**src/rtl/reaction_display_pkg.sv**
```systemverilog
// Shared constants for the reaction-time display: segment font, FSM encodings and BCD helpers.
package reaction_display_pkg;

  localparam int unsigned BCD_W = 16;

  localparam logic [6:0] SEG_BLANK = 7'h7F;
  localparam logic [6:0] SEG_DASH  = 7'h3F;
  // Active-low {g,f,e,d,c,b,a}.
  localparam logic [6:0] SEG_DIGIT [0:9] = '{
    7'h40, 7'h79, 7'h24, 7'h30, 7'h19, 7'h12, 7'h02, 7'h78, 7'h00, 7'h10
  };

  localparam logic [1:0] StIdle  = 2'd0;
  localparam logic [1:0] StShift = 2'd1;
  localparam logic [1:0] StDone  = 2'd2;

  // Double-dabble correction applied before each shift.
  function automatic logic [BCD_W-1:0] bcd_adjust(input logic [BCD_W-1:0] b);
    logic [BCD_W-1:0] r;
    r = b;
    for (int i = 0; i < BCD_W / 4; i++) begin
      if (b[i*4 +: 4] >= 4'd5) r[i*4 +: 4] = b[i*4 +: 4] + 4'd3;
    end
    return r;
  endfunction

  function automatic logic [6:0] seg_decode(input logic [3:0] nib);
    logic [6:0] s;
    s = SEG_BLANK;
    if (nib <= 4'd9) s = SEG_DIGIT[nib];
    return s;
  endfunction

endpackage

```
**src/rtl/bin2bcd_seq.sv**
```systemverilog
// Sequential 16-bit binary-to-BCD converter, one double-dabble step per clock.
module bin2bcd_seq
  import reaction_display_pkg::*;
(
  input  logic              clk_i,
  input  logic              rst_ni,
  input  logic              start_i,
  input  logic [BCD_W-1:0]  value_i,
  output logic              busy_o,
  output logic              done_o,
  output logic [BCD_W-1:0]  bcd_o
);

  logic [1:0]       state_q, state_d;
  logic [15:0]      bin_q, bin_d;
  logic [BCD_W-1:0] acc_q, acc_d;
  logic [BCD_W-1:0] bcd_q, bcd_d;
  logic [3:0]       cnt_q, cnt_d;
  logic             busy_q, busy_d;
  logic             done_q, done_d;
  logic [BCD_W-1:0] adj;

  always_comb begin
    state_d = state_q;
    bin_d   = bin_q;
    acc_d   = acc_q;
    bcd_d   = bcd_q;
    cnt_d   = cnt_q;
    busy_d  = busy_q;
    done_d  = 1'b0;
    adj     = bcd_adjust(acc_q);
    case (state_q)
      StIdle: begin
        if (start_i) begin
          bin_d   = value_i;
          acc_d   = '0;
          cnt_d   = 4'd0;
          busy_d  = 1'b1;
          state_d = StShift;
        end
      end
      StShift: begin
        {acc_d, bin_d} = {adj, bin_q} << 1;
        cnt_d          = cnt_q + 4'd1;
        if (cnt_q == 4'd15) state_d = StDone;
      end
      StDone: begin
        bcd_d   = acc_q;
        done_d  = 1'b1;
        busy_d  = 1'b0;
        state_d = StIdle;
      end
      default: state_d = StIdle;
    endcase
  end

  always_ff @(posedge clk_i or negedge rst_ni) begin
    if (!rst_ni) begin
      state_q <= StIdle;
      bin_q   <= '0;
      acc_q   <= '0;
      bcd_q   <= '0;
      cnt_q   <= 4'd0;
      busy_q  <= 1'b0;
      done_q  <= 1'b0;
    end else begin
      state_q <= state_d;
      bin_q   <= bin_d;
      acc_q   <= acc_d;
      bcd_q   <= bcd_d;
      cnt_q   <= cnt_d;
      busy_q  <= busy_d;
      done_q  <= done_d;
    end
  end

  assign busy_o = busy_q;
  assign done_o = done_q;
  assign bcd_o  = bcd_q;

endmodule

```
**src/rtl/reaction_time_display.sv**
```systemverilog
// 4-digit multiplexed 7-segment display of the reaction-timer result.
// Define LEADING_ZERO_BLANK_EN to blank leading zeros in result mode.
module reaction_time_display
  import reaction_display_pkg::*;
#(
  parameter int unsigned REFRESH_DIV = 100000,
  parameter int unsigned SAT_VALUE   = 9999
) (
  input  logic        clk,
  input  logic        reset_n,
  input  logic        show_result,
  input  logic        waiting,
  input  logic [15:0] time_ms,
  output logic [6:0]  seg,
  output logic [3:0]  an,
  output logic        busy,
  output logic        conv_done,
  output logic        overflow
);

  localparam int unsigned CntW   = $clog2(REFRESH_DIV);
  localparam logic [15:0] SatVal = 16'(SAT_VALUE);

  logic             show_q;
  logic             start, capture, over_sat;
  logic [15:0]      sat_val;
  logic [BCD_W-1:0] bcd;
  logic             overflow_q, overflow_d;
  logic [CntW-1:0]  cnt_q, cnt_d;
  logic [1:0]       idx_q, idx_d;
  logic [6:0]       seg_q, seg_d;
  logic [3:0]       an_q, an_d;
  logic [3:0]       nib;
  logic             lz_blank;

  assign start    = show_result & ~show_q;
  // The converter only accepts a start while idle, which is exactly when busy is low.
  assign capture  = start & ~busy;
  assign over_sat = time_ms > SatVal;
  assign sat_val  = over_sat ? SatVal : time_ms;

  bin2bcd_seq u_conv (
    .clk_i   (clk),
    .rst_ni  (reset_n),
    .start_i (start),
    .value_i (sat_val),
    .busy_o  (busy),
    .done_o  (conv_done),
    .bcd_o   (bcd)
  );

  always_comb begin
    overflow_d = capture ? over_sat : overflow_q;
    cnt_d      = cnt_q + CntW'(1);
    idx_d      = idx_q;
    if (cnt_q == CntW'(REFRESH_DIV - 1)) begin
      cnt_d = '0;
      idx_d = idx_q + 2'd1;
    end
  end

  always_comb begin
    nib = 4'(bcd >> {idx_q, 2'b00});
`ifdef LEADING_ZERO_BLANK_EN
    lz_blank = (idx_q != 2'd0) && ((bcd >> {idx_q, 2'b00}) == '0);
`else
    lz_blank = 1'b0;
`endif
    an_d  = 4'hF;
    seg_d = SEG_BLANK;
    if (show_result) begin
      an_d  = ~(4'b0001 << idx_q);
      seg_d = lz_blank ? SEG_BLANK : seg_decode(nib);
    end else if (waiting) begin
      an_d  = ~(4'b0001 << idx_q);
      seg_d = SEG_DASH;
    end
  end

  always_ff @(posedge clk or negedge reset_n) begin
    if (!reset_n) begin
      show_q     <= 1'b0;
      overflow_q <= 1'b0;
      cnt_q      <= '0;
      idx_q      <= 2'd0;
      seg_q      <= SEG_BLANK;
      an_q       <= 4'hF;
    end else begin
      show_q     <= show_result;
      overflow_q <= overflow_d;
      cnt_q      <= cnt_d;
      idx_q      <= idx_d;
      seg_q      <= seg_d;
      an_q       <= an_d;
    end
  end

  assign seg      = seg_q;
  assign an       = an_q;
  assign overflow = overflow_q;

endmodule

```
**config.mk**
```make
export PLATFORM = sky130hd
export DESIGN_NAME = reaction_time_display
export DESIGN_NICKNAME = d
export VERILOG_FILES = /design/src/rtl/reaction_display_pkg.sv /design/src/rtl/bin2bcd_seq.sv /design/src/rtl/reaction_time_display.sv
export SDC_FILE = /design/constraint.sdc
export NUM_CORES = 1
export LEC_CHECK = 0
export CORE_UTILIZATION = 30
export DETAILED_ROUTE_END_ITERATION = 12
export HOLD_SLACK_MARGIN = 0.12
export PLACE_DENSITY = 0.46
export SLEW_MARGIN = 20
export SYNTH_ARGS = -nofsm -noshare
export SYNTH_HDL_FRONTEND = slang
export SYNTH_HIERARCHICAL = 1
export SYNTH_SLANG_ARGS = --single-unit
```
**constraint.sdc**
```tcl
create_clock -name clk -period 1.85 [get_ports clk]
set_input_delay 0.185 -clock clk [delete_from_list [all_inputs] [get_ports clk]]
set_output_delay 0.185 -clock clk [all_outputs]
set_load 0.01 [all_outputs]
```
**Run 1: a small window of the routed layout**

Region (47, 47) to (77, 77) um. Cells in grey, sequential cells in the stronger grey; small squares are vias.
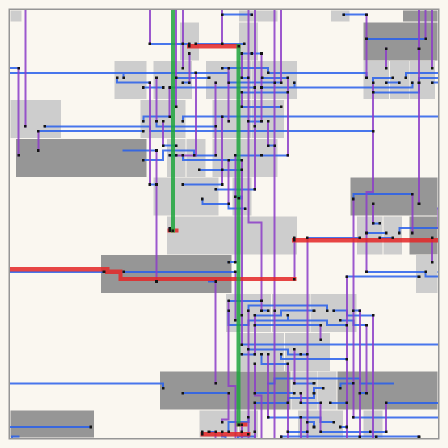
[green] metal 4
[purple] metal 2
[red] metal 3
[blue] metal 1
cells with their middle in the window: 39
netlist names of flops here include: u_conv/acc_q (4), u_conv/bcd_o (2)
most frequent: dfrtp_1 (7)
sequential cells in the window: 7

**Run 1: routed metal, one colour a layer**

Drawn at 3 px/um. Two of the layers only.
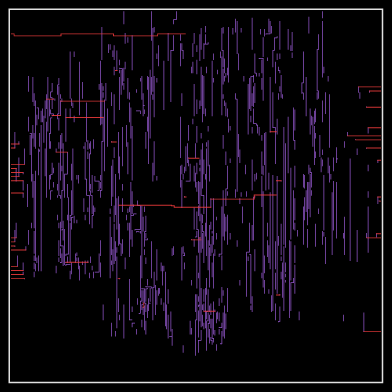
[purple] metal 2 | wire length: 4450 um
[red] metal 3 | wire length: 282 um

**Run 1: gate families picked out**

Drawn at 3 px/um.
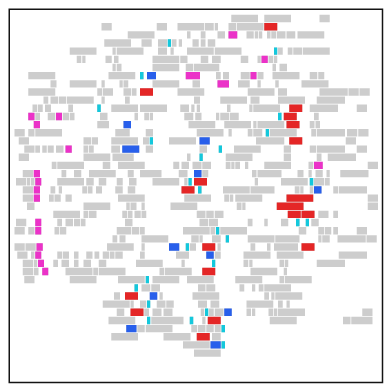
[blue] AND-OR and OR-AND gates | cells: 12 | most used: o21a_1
[red] adder and majority cells | cells: 19 | most used: ha_1
[magenta] AND and OR gates | cells: 20
[cyan] inverters | cells: 26 | most used: inv_1

**Run 1: cell outlines without signal wires**

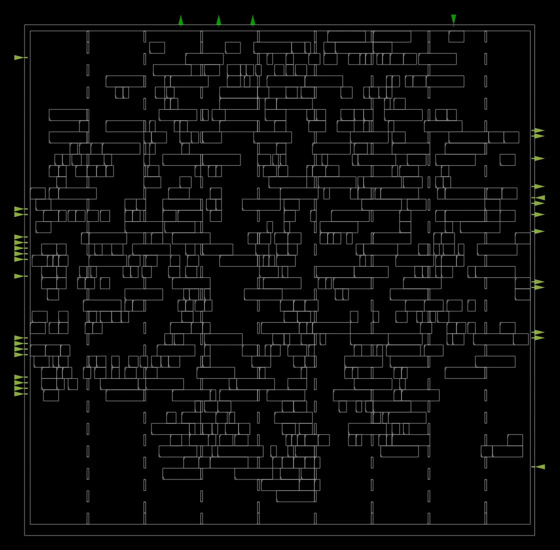
# rows: 44
sequential share of cell area: 40.19%
final core utilization: 37.96%
Layout fillers: 1473
Tapcells: 184

==> job_summary.md, run 1 <==
## Implementation flow summary

| Metric | Value |
|---|---|
| Status | completed |
| Crit-path max FO | 5 |
| Clk ins delay skew pair | approximately 340 ps |
| Synth area leaders | dfrtp_1, dfstp_2, o21ai_0 |
| Via density | 4.823 |
| Drt initial violations | ~170 |
| Synthesized flop and latch total | around 88 |
| Share of cells above drive strength 1 | 15.66% |
| Hold Crit Class | in -> async |
| Cells after Synth | ~440 |
| Die Wd | 123.9 um |
| Largest area contributor in the netlist | dfrtp_1 |
| Hpwl dp | roughly 6.6 mm |
| Largest net degree at the start of global routing | 89 |
| Synth cell types | between 40 and 50 |
| Vias | about 3300 |
| Final Routed Wirelength | 9.604 mm |
| Diode count | 0 |
| Clk sinks | around 88 |
| Layout Cells excl Fill | roughly 680 |
| Yosys Instances | approximately 440 |
| Gpl congestion | 0.7348 |
| Final setup fails | 0 |
| Chip area | around 15000 sq um |
| YS warnings | 6 |
| Nets@finish | approximately 530 |
| Root buf cell | clkbuf_16 |
| Fin. max-slew vios | 0 |
| Fp_density | between 30% and 40% |
[run 1: layout make-up]
class	instances	area share (%)
Sequential cell	88	40.19
Multi-Input combinational cell	303	37.29
Timing Repair Buffer	65	11.09
Clock buffer	13	4.718
Tap cell	184	4.173
Inverter	26	1.769
Clock inverter	3	0.7712
[run 1: what timing repair did]
action                                 CTS  global route
buffers inserted                         0             2
resized                                  3            11
setup endpoints to repair               12            15
pin swaps                                1             3
endpoints found under the hold margin   77             0
hold buffers                             1             0
[run 1: cell usage in the layout (no fill, tap or decap), types with 3 or more instances in the layout]
cell type        Yosys  final
o31ai_1              3      3
ha_1                19     17
inv_1               26     24
a21oi_1             20     20
clkdlybuf4s50_1      0     32
dfstp_2             11     11
o221ai_1             4      4
nor2_1              20     20
nand2b_1            10     10
or2_2                3      3
or3_1                6      6
nand2_1             40     40
nand3_1              7      7
a22oi_1             15     15
mux2i_1              3      3
mux4_2               4      4
nand4_1              5      5
buf_12               0      3
buf_4                5     28
clkbuf_16            0      9
dfrtp_1             77     76
o2111ai_1            8      8
o211ai_1             5      5
o21ai_0             51     45
nor2b_1             25     24
xor2_1               7      7
xnor2_1             11     11
o32ai_1              3      3
a32o_1               4      4
o21a_1               6      6
o21ai_1              1      7
and2_1               7      6
[run 1: critical path: stages, from the launching register on]
cell	delay, ps
dfrtp_1	390
or4b_4	550
nor4b_4	220
and4_4	280
buf_4	110
buf_4	90
nor2_1	30
[run 1: logic make-up after synthesis]
logic type      share of synthesized area [%]
compound gates                          17.91
xor+xnor                                3.537
fa+ha+maj                               5.334
buf+inv                                 5.362
flops                                   49.72
mux                                     2.695
other cells                           0.08414
simple gates                            15.36
[run 1: report_power, final]
part,internal [mW],leakage (nW),switching [mW]
sequential,2.47,1.12,0.380
combinational,1.20,1.12,1.33
clock,1.12,0.146,0.756
total,4.80,2.38,2.46
[run 1: per-layer routing]
metal / track usage, % / wire length (um) / vias up
li1: - / - / 1639
met1: 18.33 / 4669 / 1579
met2: 22.08 / 4447 / 59
met3: 2.518 / 282 / 12
met4: 7.380 / 205 / 0
met5: 0 / 0 / -
[run 1: path summary, 6_finish.rpt]
check,startpoint,endpoint,cells after the start
max,cnt_q[12],cnt_q[3],6
min,reset_n,u_conv/bcd_o[5],3
max reg2reg,cnt_q[12],cnt_q[3],6
min reg2reg,u_conv/bcd_o[11],u_conv/bcd_o[11],2
max in group asynchronous,reset_n,seg[4],3
min in group clk,show_result,show_q,2
[run 1: state kept, by name, summed over array words and instances, names as in the netlist, 2 cells and up]
name,count
u_conv/acc_q,16
an,4
cnt_q,17
idx_q,2
seg,7
u_conv/cnt_q,4
u_conv/bcd_o,16
u_conv/state_q,2
u_conv/bin_q,16
[run 1: metrics by stage]
stage               setup WS (ps)  hold WS (ps)
finish                      67.25         425.5
global route               -7.438         479.0
CTS                         13.80         457.1
detailed placement         -46.20         275.7
global placement           -3.391         280.1
floorplan                   1.300        -110.6
--- run 2 (diff from run 1) ---
--- a/config.mk
+++ b/config.mk
@@ -8,7 +8,7 @@
 export CORE_UTILIZATION = 30
 export DETAILED_ROUTE_END_ITERATION = 12
 export HOLD_SLACK_MARGIN = 0.12
-export PLACE_DENSITY = 0.46
+export PLACE_DENSITY = 0.45
 export SLEW_MARGIN = 20
 export SYNTH_ARGS = -nofsm -noshare
 export SYNTH_HDL_FRONTEND = slang
==> constraint.sdc (replaced) <==
create_clock -name clk -period 2.2 [get_ports clk]
set_input_delay 0.22 -clock clk [delete_from_list [all_inputs] [get_ports clk]]
set_output_delay 0.22 -clock clk [all_outputs]
set_load 0.01 [all_outputs]
**Run 2: cell outlines without signal wires**

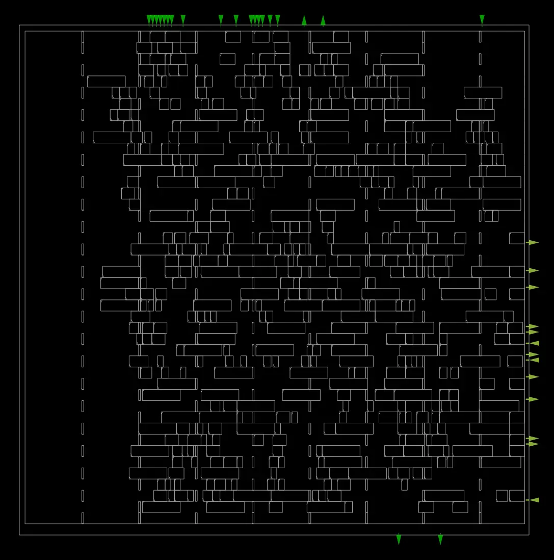
sequential share of cell area: 41.75%
registers: 88
final core utilization: 36.52%
Layout Cells excl Fill: 666
core area: 14530 sq um

==> run 2 against run 1 <==
Synthesized cell count unchanged. Clock power down 19%. Sequential power down 16%. Clock-buffer cell count grew 1. Core utilization fell by 1.4 points. Clock skew fell by 2.0 ps. Largest cell class unchanged. Highest routed layer unchanged.
==> job_summary.md, run 2 <==
## Implementation flow summary

| Metric | Value |
|---|---|
| YS warnings | 6 |
| CP cell instances | or4b_1, nor4b_1, and4_1, buf_4, xnor2_1 |
| Most frequent logic cell in the layout | dfrtp_1 |
| Place WS | roughly 210 ps |
| Via density | between 4 and 5 |
| Status | completed |
| Yosys Instances | around 440 |
| Largest net degree at the start of global routing | between 40 and 50 |
| Final worst setup slack | between 200 and 250 ps |
| Clk ins delay skew pair | 340 ps |
| Drt initial violations | ~250 |
| Post-Synth Simple-Gate Area | between 10% and 20% |
| Synth Area in Compound Gates | between 10% and 20% |
| Post-CTS Hold Buffers | 1 |
| Synth cell types | 47 |
| Crit-path max FO | 10 |
| Final setup fails | 0 |
| R2r worst-path depth | 5 |
| Fp_density | a little under a third |
| Comb area leader | AND-OR/OR-AND gates |
| Synthesized flop and latch total | 88 |
| Chip area | 15350 sq um |
| Slowest cell delay on critical path | ~530 ps |
| Post CTS Setup Buffer Count | 0 |
| Adder Area Share | about 5.3% |
| Vias | 3258 |
-- run 2: cells by family after synthesis --
group / Yosys count
xor+xnor: 18
simple gates: 133
buf+inv: 47
compound gates: 124
other cells: 1
mux: 7
fa+ha+maj: 19
flops: 88
-- run 2: how the worst max path moves through the flow --
stage,start,endpoint,depth (start not counted)
6_report,cnt_q[12],idx_q[0],5
5_1_grt,idx_q[0],seg[3],7
4_1_cts,cnt_q[12],idx_q[0],5
3_5_place_dp,cnt_q[13],idx_q[1],5
3_3_place_gp,cnt_q[12],idx_q[1],5
2_1_floorplan,idx_q[0],seg[4],9
-- run 2: layout make-up --
type / count / area (sq um)
clock inverter: 2 / 38.79
multi-input combinational: 303 / 2008
fill: 1466 / 9226
clock buffer: 14 / 254.0
tap: 184 / 230.2
sequential: 88 / 2216
inverter: 26 / 97.59
timing repair buffer: 49 / 462.9
-- run 2: power by group --
| group | total (mW) | internal, mW | switching, mW |
|---|---|---|---|
| Sequential | 2.40 | 2.08 | 0.320 |
| Combinational | 2.03 | 0.927 | 1.11 |
| Clock | 1.53 | 0.916 | 0.615 |
| Total | 5.97 | 3.92 | 2.04 |
-- run 2: through the flow --
step / cells / hold slack (ps) / util, % / total power, mW
after floorplan: 438 / -75.59 / - / 3.858
after global placement: 649 / 267.0 / 34.44 / 4.428
after detailed placement: 649 / 271.4 / 34.44 / 4.467
after CTS: 666 / 448.3 / 36.52 / 6.038
after global routing: 666 / 488.2 / 36.52 / 6.431
final: 666 / 432.3 / 36.52 / 5.965
-- run 2: layer usage --
metal | part of all wire (%) | vias to the layer above | track usage [%]
li1 | - | 1611 | -
met1 | 53 | 1592 | 19.98
met2 | 43 | 47 | 19.93
met3 | 2.8 | 8 | 3.022
met4 | 1.5 | 0 | 5.196
met5 | 0 | - | 0
Power figures rest on the tool's default switching activity, not on a simulated workload.
